$ cat config.mk
export PLATFORM = sky130hd
export DESIGN_NAME = audio_i2s_tx
export DESIGN_NICKNAME = d
export VERILOG_FILES = /design/src/rtl/audio_i2s_tx.sv
export SDC_FILE = /design/constraint.sdc
export NUM_CORES = 1
export LEC_CHECK = 0
export CAP_MARGIN = 20
export CELL_PAD_IN_SITES_DETAIL_PLACEMENT = 1
export CELL_PAD_IN_SITES_GLOBAL_PLACEMENT = 1
export CORE_UTILIZATION = 38
export CTS_CLUSTER_SIZE = 10
export DETAILED_ROUTE_END_ITERATION = 16
export GPL_ROUTABILITY_DRIVEN = 1
export PLACE_DENSITY_LB_ADDON = 0.1
export SYNTH_ARGS = -nofsm -noshare
export SYNTH_HDL_FRONTEND = slang
export SYNTH_SLANG_ARGS = --single-unit
$ cat constraint.sdc
create_clock -name clk -period 2.63 [get_ports clk]
set_input_delay 0.263 -clock clk [delete_from_list [all_inputs] [get_ports clk]]
set_output_delay 0.263 -clock clk [all_outputs]
set_load 0.1 [all_outputs]
$ cat src/rtl/audio_i2s_tx.sv
// I2S-style (left-justified) stereo transmitter: 512-clk frames, 16 bits per channel, MSB first.
// Optional SAT_GAIN_EN macro adds a 2-bit gain port with saturating left shift at sample latch time.
module audio_i2s_tx (
  input  logic        clk,
  input  logic        rst_n,
  input  logic [15:0] audio_left,
  input  logic [15:0] audio_right,
  input  logic        mute,
`ifdef SAT_GAIN_EN
  input  logic [1:0]  gain,
`endif
  output logic        audio_mclk,
  output logic        audio_lrck,
  output logic        audio_sck,
  output logic        audio_sdin,
  output logic        sample_req
);

  localparam logic [8:0] LAST_CNT = 9'd511;

  logic [8:0]  cnt_q, cnt_d;
  logic [15:0] hold_l_q, hold_l_d;
  logic [15:0] hold_r_q, hold_r_d;
  logic        sdin_q, sdin_d;
  logic        req_q, req_d;
  logic [15:0] lat_l, lat_r;
  logic [15:0] tx_word;

`ifdef SAT_GAIN_EN
  // Shift in a 19-bit signed domain so any gain 0..3 fits before clamping.
  function automatic logic [15:0] sat_shift(input logic [15:0] s, input logic [1:0] g);
    logic signed [18:0] ext;
    ext = $signed({{3{s[15]}}, s}) <<< g;
    if (ext > 19'sd32767)       sat_shift = 16'h7FFF;
    else if (ext < -19'sd32768) sat_shift = 16'h8000;
    else                        sat_shift = ext[15:0];
  endfunction
`endif

  always_comb begin
    // NOTE: every combinational output gets a default first so no path can infer a latch.
`ifdef SAT_GAIN_EN
    lat_l = sat_shift(audio_left, gain);
    lat_r = sat_shift(audio_right, gain);
`else
    lat_l = audio_left;
    lat_r = audio_right;
`endif
    if (mute) begin
      lat_l = 16'h0000;
      lat_r = 16'h0000;
    end
  end

  always_comb begin
    cnt_d    = cnt_q + 9'd1;
    hold_l_d = hold_l_q;
    hold_r_d = hold_r_q;
    req_d    = (cnt_q == LAST_CNT);
    if (cnt_q == LAST_CNT) begin
      hold_l_d = lat_l;
      hold_r_d = lat_r;
    end
    // Serial bit is derived from the next count and next hold words so the
    // registered output lines up with the count it belongs to.
    tx_word = cnt_d[8] ? hold_r_d : hold_l_d;
    sdin_d  = tx_word[4'd15 - cnt_d[7:4]];
  end

  // NOTE: sequential state uses non-blocking assignments only, so every register samples pre-edge values.
  always_ff @(posedge clk) begin
    if (!rst_n) begin
      cnt_q    <= '0;
      hold_l_q <= '0;
      hold_r_q <= '0;
      sdin_q   <= 1'b0;
      req_q    <= 1'b0;
    end else begin
      cnt_q    <= cnt_d;
      hold_l_q <= hold_l_d;
      hold_r_q <= hold_r_d;
      sdin_q   <= sdin_d;
      req_q    <= req_d;
    end
  end

  assign audio_mclk = cnt_q[1];
  assign audio_sck  = cnt_q[3];
  assign audio_lrck = cnt_q[8];
  assign audio_sdin = sdin_q;
  assign sample_req = req_q;

endmodule

==> CHANGELOG.md <==
## Implementation

- Most frequent cells after synthesis: sky130_fd_sc_hd__dfxtp_1, sky130_fd_sc_hd__nand2_1, sky130_fd_sc_hd__a21oi_1
- Number of standard cells reported by yosys: 249
- Power group with the highest consumption: sequential cells
- Met1 Use GR: 27.6%
- Launching element of the worst setup path: cnt_q[0]
- Stage-log warning count: 26
- Critical Path Source Type: register
- Final cell count without fillers: 362
- Average routed wire per standard cell: ~17 µm
- Number of multi-input combinational cells: 188
- Class of the most critical hold timing path: register to register
- Type of destination of the critical path: register
- Power dissipated by switching net loads: 0.290 mW
- Number of non-clock inverters in the layout: 1
- Clock slew at the register clock pins of the worst setup and hold paths: about 0.09 ns
- Internal power of the cells: between 0.9 and 1 mW
- Worst IR Drop VDD: about 0.00026 V
- Post-Route WL: 6030 µm
- Number of endpoints failing setup at the final stage: 0
- Final critical-path share of the clock period: 91.2%
- H-tree level count: 2
- Post-CTS Repair Setup Buffers: 0
- Unrepaired setup endpoints after global routing: false
- Sequential-to-total area share from yosys stat: around two fifths
- Ports placed on the boundary: 40
- Via count of the routed design: 1957
- CP Buf/Inv Count: 0
- Fraction of power spent switching nets: 23.2%
- Cell count of the worst hold path: 1
- Detailed-router iteration count before antenna repair: 4
- Reg power frac: 52.8%
- Chip area in the Yosys report: about 2100 µm²
- Status: finished clean
- Number of instances in the placed design: ~350
- Worst slew slack as a fraction of its limit: 62.0%
- RePlAce Congestion: 0.800
- Final HPWL DP: 4400 µm
- Routing layer with the top usage in global route: met2
- # Taps: approximately 70
- Insertion Delay late pin: 0.31 ns
- Crit-path leading delay family: simple AND/OR/NAND/NOR gates
- Vias in the first global route: about 2000
- Sequential cell area: 865 µm²
- Maximum frequency from static timing analysis: 417 MHz
- Static leakage: 0.962 nW
- Dominant cell by count in the synthesized netlist: sky130_fd_sc_hd__dfxtp_1
- Worst setup endpoint: audio_sdin
- Synthesized netlist net count: 285
- Ordered list of cells on the worst path: ha_1, nand3_2, or3_1, and2_4, o21ai_0, o211ai_1, a32oi_1, o311ai_2
- Most numerous logic cell after layout: sky130_fd_sc_hd__dfxtp_1
- Global router's overall resource usage: 21.8%
- Proportion of cell area occupied by multi-input gates: a little over two fifths
- Largest type area fraction: around 40%
- Footprint of the multi-input gates: 1180 µm²
- Peak per-stage delay on the critical path: 0.45 ns
- Number of standard-cell rows in the floorplan: 26
- Launch instance of the worst register-to-register path: cnt_q[0]
- Reg-to-reg endpoint: audio_sdin
- Final critical-path required period: approximately 2.4 ns
[routing by layer]
layer  wire [µm]  vias up
li1            -      963
met1        2730      950
met2        3060       37
met3         166        7
met4          79        0
met5           0        -
[sequential cells by signal, indices dropped and copies added (netlist names)]
name,flops
audio_sdin,1
hold_l_q,16
sample_req,1
cnt_q,9
hold_r_q,16
[cell families (layout without fill, tap and decap cells)]
kind of cell	Yosys count	after routing	synth area share (%)
compound gates	70	70	21.5
xor+xnor	8	8	3.27
fa+ha+maj	1	1	0.585
buf+inv	18	61	4.68
flops	43	43	40.2
mux	2	2	0.936
simple gates	107	107	28.8
[stage by stage]
step	util [%]	instance area, µm²	power (mW)
floorplan	-	2140	0.716
global placement	49.5	2610	0.783
detailed placement	49.5	2610	0.785
CTS	51.5	2710	1.26
global route	51.5	2720	1.29
finish	51.5	2720	1.25
io_placement.png
(4 px per µm) Pins as bars across the die edge, other pins in grey.
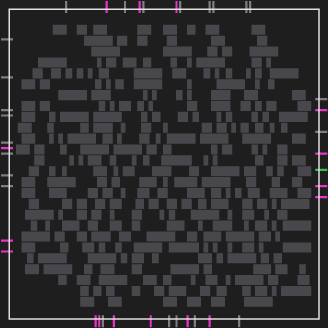
port	colour	pins	direction	edge
audio_left	magenta	16	input	6 south, 4 east, 3 north, 3 west
audio_sdin	green	1	output	east
port bufs: 39
die outline width: 77.0 µm
height of the die: 77.0 µm

clocks.png
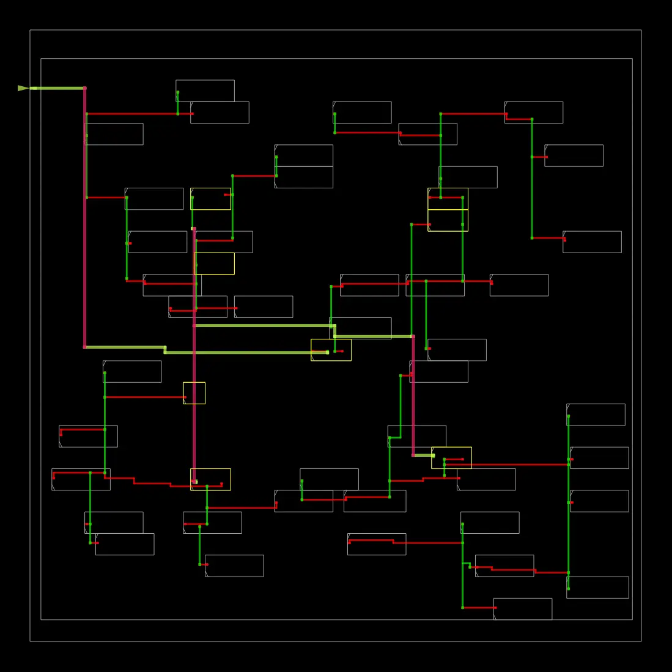
worst setup skew after layout: 0.0109 ns
sequential cell count: 43
CTS sink count: 43

clk_routes.png
(8 px per µm)
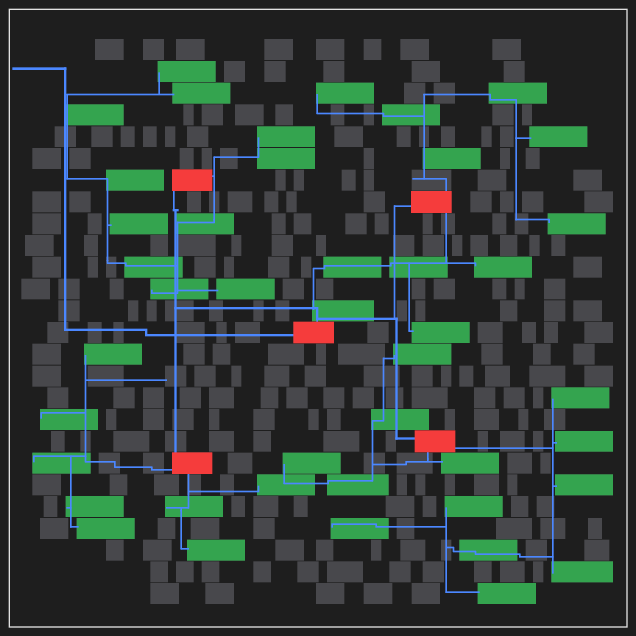
[flip-flops] green | count: 43
[clock drivers] red | count: 5
[clock wires] blue | length: 590 µm
routed clock nets	6

placement_by_type.png
(4 px per µm) Fill, decap, tap and diode cells in grey.
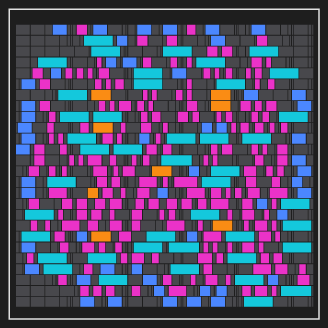
class	colour	cells
flops	cyan	43
combinational and other logic	magenta	189
clock drivers and dummy loads	orange	8
other buffers and delay cells	blue	52

No activity file was given, so power comes from the tool's default toggle rates.
